Figure 1. Signal wires on met3 (run 1).
(4 px per um)
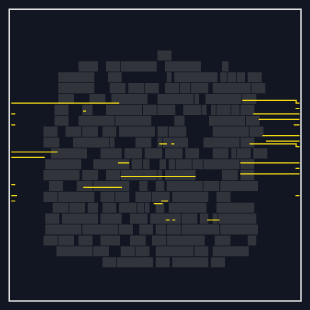
Figure 2. Clock wiring as the flow saved it (run 1).
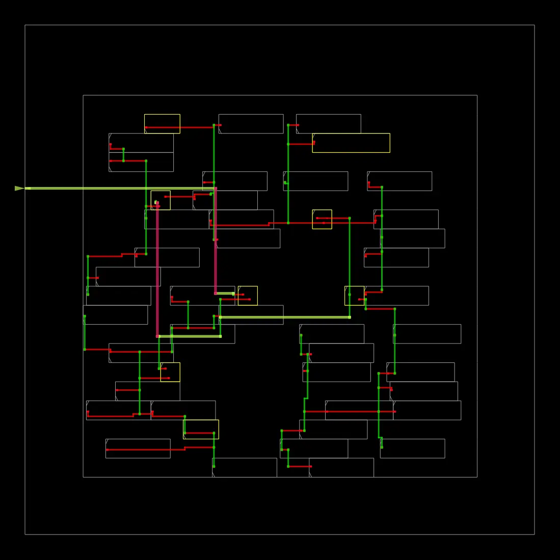
Figure 3. Cell sizes after repair (run 1).
(4 px per um)
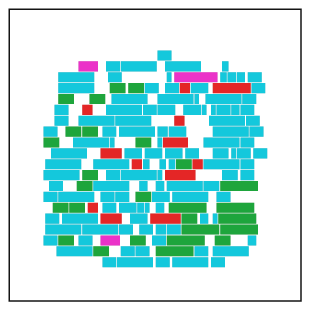
Figure 4. Placement by cell class (run 1).
(6 px per um)
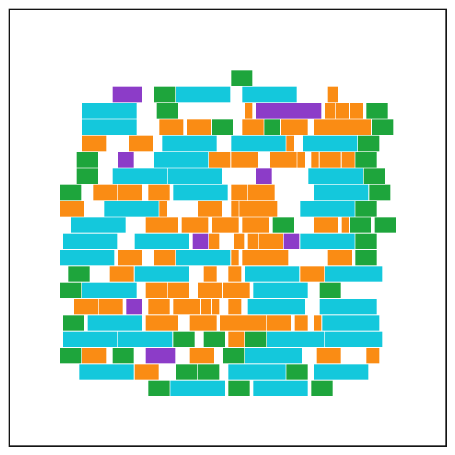
==> config.mk <==
export PLATFORM = sky130hd
export DESIGN_NAME = cntr_capture_compare
export DESIGN_NICKNAME = d
export VERILOG_FILES = /design/src/rtl/cntr_pkg.sv /design/src/rtl/sync_edge_det.sv /design/src/rtl/cntr_capture_compare.sv
export SDC_FILE = /design/constraint.sdc
export NUM_CORES = 1
export LEC_CHECK = 0
export ABC_CLOCK_PERIOD_IN_PS = 4320
export CORE_MARGIN = 8
export CORE_UTILIZATION = 54
export DETAILED_ROUTE_END_ITERATION = 16
export GPL_TIMING_DRIVEN = 1
export PLACE_DENSITY = 0.95
export SETUP_SLACK_MARGIN = 0.02
export SLEW_MARGIN = 20
export SYNTH_ARGS = -nofsm -noshare
export SYNTH_HDL_FRONTEND = slang
export SYNTH_SLANG_ARGS = --single-unit
==> constraint.sdc <==
create_clock -name clk -period 4.32 [get_ports clk]
set_input_delay 1.296 -clock clk [delete_from_list [all_inputs] [get_ports clk]]
set_output_delay 1.296 -clock clk [all_outputs]
set_load 0.005 [all_outputs]
==> src/rtl/cntr_pkg.sv <==
// Shared definitions for the capture/compare stage and its pin-sampling helpers.
// Covers the edge-select encodings and the function that turns rise/fall into a capture strobe.
package cntr_pkg;

    typedef enum logic [1:0] {
        EDGE_RISE = 2'b00,
        EDGE_FALL = 2'b01,
        EDGE_BOTH = 2'b10,
        EDGE_OFF  = 2'b11
    } edge_sel_e;

    function automatic logic edge_select(input logic rise, input logic fall, input logic [1:0] sel);
        logic hit;
        hit = 1'b0;
        case (sel)
            EDGE_RISE: hit = rise;
            EDGE_FALL: hit = fall;
            EDGE_BOTH: hit = rise | fall;
            default:   hit = 1'b0;
        endcase
        return hit;
    endfunction

endpackage

==> src/rtl/sync_edge_det.sv <==
// Two-flop synchroniser for an asynchronous pin, plus one delay stage for edge detection.
// The rise and fall outputs are single-cycle strobes in the clk domain.
module sync_edge_det (
    input  logic clk,
    input  logic reset,
    input  logic i_pin,
    output logic o_rise,
    output logic o_fall
);

    logic r_s1;
    logic r_s2;
    logic r_s3;

    always_ff @(posedge clk or posedge reset) begin
        if (reset) begin
            r_s1 <= 1'b0;
            r_s2 <= 1'b0;
            r_s3 <= 1'b0;
        end else begin
            r_s1 <= i_pin;
            r_s2 <= r_s1;
            r_s3 <= r_s2;
        end
    end

    assign o_rise = r_s2 & ~r_s3;
    assign o_fall = ~r_s2 & r_s3;

endmodule

==> src/rtl/cntr_capture_compare.sv <==
// Capture/compare stage: timestamps edges on cap_pin with the upstream count and produces
// a double-buffered compare match pulse, a PWM output and a period-start pulse.
module cntr_capture_compare
    import cntr_pkg::*;
#(
    parameter int N = 8
) (
    input  logic         clk,
    input  logic         reset,
    input  logic [N-1:0] cnt_in,
    input  logic         cap_pin,
    input  logic [1:0]   cap_edge_sel,
    input  logic         cap_rd,
    input  logic         cmp_wr,
    input  logic [N-1:0] cmp_wdata,
    output logic [N-1:0] cap_val,
    output logic         cap_valid,
    output logic         cap_ovr,
    output logic         cmp_match,
    output logic         pwm_out,
    output logic         period_start
);

    logic         w_rise;
    logic         w_fall;
    logic         w_edge_hit;
    logic         w_ps;
    logic [N-1:0] w_cmp_active_next;

    logic [N-1:0] r_cap_val;
    logic         r_cap_valid;
    logic         r_cap_ovr;
    logic         r_cmp_match;
    logic         r_pwm;
    logic         r_period_start;
    logic [N-1:0] r_cmp_shadow;
    logic [N-1:0] r_cmp_active;
    logic [N-1:0] r_cnt_prev;

    sync_edge_det u_sync (
        .clk    (clk),
        .reset  (reset),
        .i_pin  (cap_pin),
        .o_rise (w_rise),
        .o_fall (w_fall)
    );

    assign w_edge_hit = edge_select(w_rise, w_fall, cap_edge_sel);

    // A period starts on any arrival at zero, so an upstream counter reset also restarts the period.
    assign w_ps = (cnt_in == '0) && (r_cnt_prev != '0);

    // The shadow value before any same-cycle write is what goes live at a period start.
    assign w_cmp_active_next = w_ps ? r_cmp_shadow : r_cmp_active;

    always_ff @(posedge clk or posedge reset) begin
        if (reset) begin
            r_cnt_prev     <= '1;
            r_period_start <= 1'b0;
            r_cmp_shadow   <= '0;
            r_cmp_active   <= '0;
            r_cmp_match    <= 1'b0;
            r_pwm          <= 1'b0;
        end else begin
            r_cnt_prev     <= cnt_in;
            r_period_start <= w_ps;
            r_cmp_active   <= w_cmp_active_next;
            if (cmp_wr) begin
                r_cmp_shadow <= cmp_wdata;
            end
            r_cmp_match    <= (cnt_in == w_cmp_active_next);
            r_pwm          <= (cnt_in < w_cmp_active_next);
        end
    end

    // A capture coinciding with a read wins; the read still consumed the old value, so no overrun.
    always_ff @(posedge clk or posedge reset) begin
        if (reset) begin
            r_cap_val   <= '0;
            r_cap_valid <= 1'b0;
            r_cap_ovr   <= 1'b0;
        end else if (w_edge_hit) begin
            r_cap_val   <= cnt_in;
            r_cap_valid <= 1'b1;
            if (cap_rd) begin
                r_cap_ovr <= 1'b0;
            end else if (r_cap_valid) begin
                r_cap_ovr <= 1'b1;
            end
        end else if (cap_rd) begin
            r_cap_valid <= 1'b0;
            r_cap_ovr   <= 1'b0;
        end
    end

    assign cap_val      = r_cap_val;
    assign cap_valid    = r_cap_valid;
    assign cap_ovr      = r_cap_ovr;
    assign cmp_match    = r_cmp_match;
    assign pwm_out      = r_pwm;
    assign period_start = r_period_start;

endmodule

==> summary.txt, run 1 <==
Physical implementation status

The flow ran to the end, and the final reports show no timing, DRC or antenna violations. The synthesized netlist was found by Yosys to have 114 cells. The design draws about 0.00086 W. In this run the worst setup path terminates at pwm_out. The most common logic cell in the final layout is clkdlybuf4s50_1. In this run, the synthesized area fraction spent on xor and xnor cells is recorded as 0%. The worst-case IR drop observed on VDD is 0.2243 mV. The share of synthesized cell area in and-or and or-and compound cells stands at 4.200%.

The total power divided by cell area stands at 388.9 mW/mm^2. The multiplexer share of the synthesized area stands at 20.71%. In the Yosys stats the netlist draws on 25 distinct library cells. Looking at the critical path, the highest net fanout was 16. Grouping stages by cell kind, the critical path spends the most delay in simple AND/OR/NAND/NOR gates. The setup TNS after final layout stands at 0 ps. The final report lists a non-filler cell total of 200. The number of gates resized after CTS stands at 0. The tally of yosys warning messages stands at 0. Per STA, the startpoint of the critical path is cnt_in[5]. The initial antenna violation count stands at 0. The source-to-sink clock delay at the later pin of the worst-skew pair stands at 340 ps. Yosys reported a register bit count of ~40.

In the layout the commonest cells are 35 x clkdlybuf4s50_1, 32 x dfrtp_1, 19 x mux2_2. The count of hold buffers inserted by post-cts repair stands at 0. Looking at the setup timing report, the critical path kind is input pin to flip-flop. The iteration tally of the first detailed-router pass stands at 4. The average wire length per cell after detail routing stands at 17.00 um. The worst setup path is captured at a flip-flop.

The script computed the net switching share of total power as 22.98%. The net switching power in the latest report is 0.0001985 W. Looking at the power breakdown, the clock network takes about a third of the total. The worst register-to-register path ends at pwm_out.

The number of DRC violations after detailed-routing iteration 0 stands at 20. After synthesis, flip-flops and latches occupy 58.51% of the total area. After synthesis, the share of flip-flops with an asynchronous set or reset is 100.0%. After clock tree synthesis, the clock-pin slew on the worst setup and hold paths is 110 ps.

The synthesized instance count is roughly 110. The total of fill cells in the finished design stands at 231. TritonCTS built the clock tree. The layout-stage area growth over the synthesis result stands at 28.53%. The placer's final routability congestion estimate stands at 0.7807.

Looking at the cell usage after synthesis, the top flip-flop cell is dfrtp_1. The HPWL after detailed placement stands at roughly 2700 um. The data arrival time at the worst-slack endpoint stands at roughly 3600 ps. CTS built an H-tree with a depth of 2. CTS placed an instance of clkbuf_4 at the clock tree root.

The adder and majority cell fraction of the synthesized area stands at about 7.2%. STA classifies the critical path startpoint as an input pin.
Back to the opening pictures, Figure 1:
nets with wire on the layer: 26
wire length on this layer: 187 um
share of all routed wire: 5.5%
via total after detailed routing: 1078
routing usage on met3: 4.408%
total wire length: 3399 um

Back to the opening pictures, Figure 2:
worst clock skew: 9.976 ps
Num Clock Sinks: 40
clock group power: 0.000271 W

Back to the opening pictures, Figure 3:
[red] _3 and _4 cells | cells: 12 | most used: clkbuf_4
[green] _2 cells | cells: 27 | most used: mux2_2
[cyan] _0 and _1 cells | cells: 114 | most used: clkdlybuf4s50_1
[magenta] _6 and larger | cells: 3 | most used: clkbuf_8

Back to the opening pictures, Figure 4:
[purple] clock drivers and dummy loads | cells: 8 | share of their area: 4.4%
[cyan] flops | cells: 40 | share of their area: 47%
[green] other buffers and delay cells | cells: 36 | share of their area: 17%
[orange] combinational and other logic | cells: 72 | share of their area: 32%

-- run 1: metal layers --
layer,vias up,part of all wire [%],track usage (%)
li1,489,-,-
met1,546,39,15.51
met2,35,53,24.95
met3,8,5.5,4.408
met4,0,2.1,7.111
met5,-,0,0
-- run 1: worst reg2reg max path, delay by kind of cell, from the launching register on --
family	cells	cell delay (ps)
fa+ha+maj	1	270
mux	1	230
compound gates	3	510
simple gates	4	890
flops	1	380
-- run 1: registers in the layout, indices dropped and copies added (netlist names) --
register / count
u_sync.r_s2: 1
cap_ovr: 1
u_sync.r_s1: 1
period_start: 1
pwm_out: 1
r_cmp_shadow: 8
cap_val: 8
cap_valid: 1
cmp_match: 1
r_cnt_prev: 8
u_sync.r_s3: 1
r_cmp_active: 8
-- run 1: cell type report --
cell class	instances	area (sq um)	area share [%]
inverters	7	26.28	1.183
multi-input cells	65	675.6	30.42
clock buffers	7	65.06	2.930
repair buffers	36	357.8	16.11
clock inverters	1	30.03	1.352
well taps	44	55.05	2.479
flip-flops and latches	40	1011	45.52
-- run 1: worst min path at each step --
| stage | to | start |
|---|---|---|
| after global placement | u_sync.r_s2 | u_sync.r_s1 |
| after floorplan | u_sync.r_s2 | u_sync.r_s1 |
| final | u_sync.r_s2 | u_sync.r_s1 |
| after global routing | u_sync.r_s2 | u_sync.r_s1 |
| after detailed placement | u_sync.r_s2 | u_sync.r_s1 |
| after CTS | u_sync.r_s2 | u_sync.r_s1 |
-- run 1: power by group through the flow --
stage                     Clock, W  Combinational (W)  Sequential, W
after detailed placement         0           0.000156       0.000446
final                     0.000271           0.000154       0.000438
after floorplan                  0          0.0000680       0.000442
after global placement           0           0.000147       0.000442
after CTS                 0.000273           0.000157       0.000439
after global routing      0.000293           0.000169       0.000443
--- run 2 (diff from run 1) ---
- ABC_CLOCK_PERIOD_IN_PS: 4320 -> 3300
- CORE_UTILIZATION: 54 -> 50
- PLACE_DENSITY: 0.95 -> 0.89
- clock period: 4.32 -> 3.3 ns (I/O delays scaled with it)
==> run 2 against run 1 <==
Effect of this change: global-route usage shrank 0.97 points; count of clock-buffer cells in the layout is the same; first-iteration DRC count grew 65%; final area grew 1.5%; register-to-register slack lost 900 ps.
==> summary.txt, run 2 <==
Physical implementation status

The area fraction of the largest cell type after synthesis is 46.34%. Setup violations remaining at the end of the flow were counted as 0. The report shows a maximum critical-path fanout of 9.

The peak ir drop on the vdd network stands at around 0.25 mV. The met1 usage stands at about 13%. The finished cells cover 0.002253 sq mm. The number of gates resized after CTS stands at 0. The average wire length per cell after detail routing stands at 16.14 um. The setup TNS after final layout stands at 0 ps. The die is 74.79 um tall.

After the first detailed-routing iteration, the DRC count stood at 33. The post-synthesis cell count from yosys stands at 114. The initial cell density of the core stands at 51.78%. In the finished design the tool counted flip-flops and latches totalling 40. Clock cells make up 4.220% of the layout cell area. The critical path in this run is classified as input pin to flip-flop. In the final design, more cell area goes to flip-flops and latches than to any other class. Setup repair after global routing left no endpoint under its margin. The data arrival time at the worst-slack endpoint stands at 3190 ps. The total power divided by cell area stands at around 500 mW/mm^2.

The count of library flops with an enable pin stands at 0. The worst setup path is captured at a flip-flop. Synthesis handed over a netlist of roughly 110 instances. The first global-routing pass estimated around 5600 um of wire. The register area stands at approximately 0.0010 sq mm. The initial antenna violation count was 0. TritonCTS built the clock tree.

The non-clock inverters instantiated in the layout total 7. The upper clock frequency limit stands at 0.3400 GHz. The tree built by TritonCTS fans out to 40 sinks. The HPWL after detailed placement stands at around 2700 um.

Leaving out the clock tree, the finished layout contains a buffer count of 40. The flow ran to the end, and the final reports show no timing, DRC or antenna violations. Entering global routing, the biggest net connects 41 pins.

The pre-antenna-repair detailed-routing pass consisted of 4 iterations. The die covers 0.005593 sq mm. The max-cap check violation count stands at 0. The count of nets left with antenna violations once routing finished came out at 0. The multi-input logic portion of the cell area stands at 29.98%. The commonest register cell is dfrtp_1.

Sequential elements use 58.51% of the synthesized area. The tree is rooted in a clkbuf_4. The combined global-route utilization of all metal layers stands at 13.46%. The number of tap cells added at floorplan stands at 46. The global routing report lists met2 layer usage as between 20% and 30%. The timing report shows that the slowest cell on the worst path is clkdlybuf4s50_1.

For the pin with the worst max-slew slack, the measured transition is 487.6 ps. The placer's final routability congestion estimate stands at 0.7520. The report lists the number of standard-cell rows as 21. Counting only logic cells after layout, the most numerous master is clkdlybuf4s50_1. The number of distinct library cells after synthesis stands at 25. The worst setup path is launched from an input pin. Ranking logic cells in the layout by count gives the top entries 35 x clkdlybuf4s50_1, 32 x dfrtp_1, 19 x mux2_2. Looking at the global route congestion table, the highest-usage layer is met2. The fraction of cell area in sequential cells is reported as 44.86%. At the later pin of the worst-skew pair, clock insertion delay measures 340 ps. Yosys reports that the most numerous cell types are 32 x dfrtp_1, 19 x mux2_2, 10 x ha_1, 8 x dfstp_2, 8 x mux2i_1. In the final layout, non-clock buffers account for 17.21% of the cell area.

In the final run the clock tree shows a worst skew of 9.375 ps. The tally of yosys warning messages stands at 0. After synthesis the netlist holds a flip-flop and latch count of 40. CTS built an H-tree with a depth of 2. The total of fill cells in the finished design stands at 254. Compared with the post-synthesis result, the final layout area differs by 30.41%. The design draws 0.001123 W. The remaining max-slew budget at the tightest pin stands at about two thirds.

The worst-case clock buffer depth stands at 2. Counting the clock-network buffers in the layout gives 7. The post-synthesis async set-or-reset flop share stands at 100.0%.

The clock input transition at the sequential cells of the worst setup and hold paths stands at 110 ps. The number of clock buffers inserted by TritonCTS stands at 5. 65 cells are multi-input combinational gates. The multi-input logic area stands at ~680 sq um. Walking the worst path, the cells encountered are clkdlybuf4s50_1 > nor4_4 > nand3_4 > buf_4 > mux2i_1 > ha_1 > nand4_1 > a21oi_1 > a211oi_1. The count of hold buffers inserted by post-cts repair stands at 0.
[run 2: cell counts after synthesis]
No cell type changed its count.
[run 2: cells by family after synthesis]
kind of cell	share of synthesized area (%)
DFF	58.51
muxes	20.71
and+or+nand+nor	6.951
adders and majority gates	7.241
AOI/OAI and AO/OA	4.200
buffers and inverters	2.390
[run 2: through the flow]
| step | worst slack (ps) | instances | utilization (%) |
|---|---|---|---|
| 2_1_floorplan | 678.9 | 114 | - |
| 3_3_place_gp | 126.1 | 198 | 64.68 |
| 3_5_place_dp | -51.29 | 198 | 64.68 |
| 4_1_cts | 352.1 | 206 | 67.53 |
| 5_1_grt | 247.3 | 206 | 67.53 |
| 6_report | 358.9 | 206 | 67.53 |
[run 2: worst paths after layout]
path,cells past startpoint,end,startpoint,slack [ps]
worst max register to register,9,pwm_out,r_cnt_prev[5],1040
worst max-delay path,9,pwm_out,cnt_in[1],360
worst min register to register,0,u_sync.r_s2,u_sync.r_s1,370
min in group asynchronous,3,cap_val[3],reset,1070
max in group asynchronous,3,r_cnt_prev[5],reset,1870
worst min-delay path,0,u_sync.r_s2,u_sync.r_s1,370
[run 2: where the power goes]
part	switching [W]	internal (W)
logic	0.0000745	0.000126
clock network	0.000148	0.000201
registers	0.0000291	0.000545
[run 2: routing by layer]
metal  share of wire [%]  vias to the layer above
met5                   0                        -
li1                    -                      501
met1                  38                      517
met3                 5.2                        9
met2                  54                       29
met4                 2.0                        0
[run 2: worst max-delay path, delay by kind of cell]
kind            cells  cell delay, ps
fa+ha+maj           1             280
compound gates      2             270
simple gates        3             680
buf+inv             2             750
mux                 1             210
Figure 5. Signal wires on met3 (run 2).
(4 px per um)
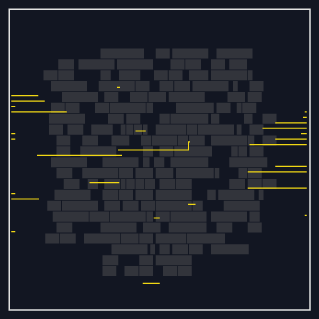
share of all routed wire: 5.2%
main direction: horizontal
nets with wire on the layer: 23
via total after detailed routing: 1056
total wire length: 3324 um
routing usage on met3: 4.394%

Power figures rest on the tool's default switching activity, not on a simulated workload.
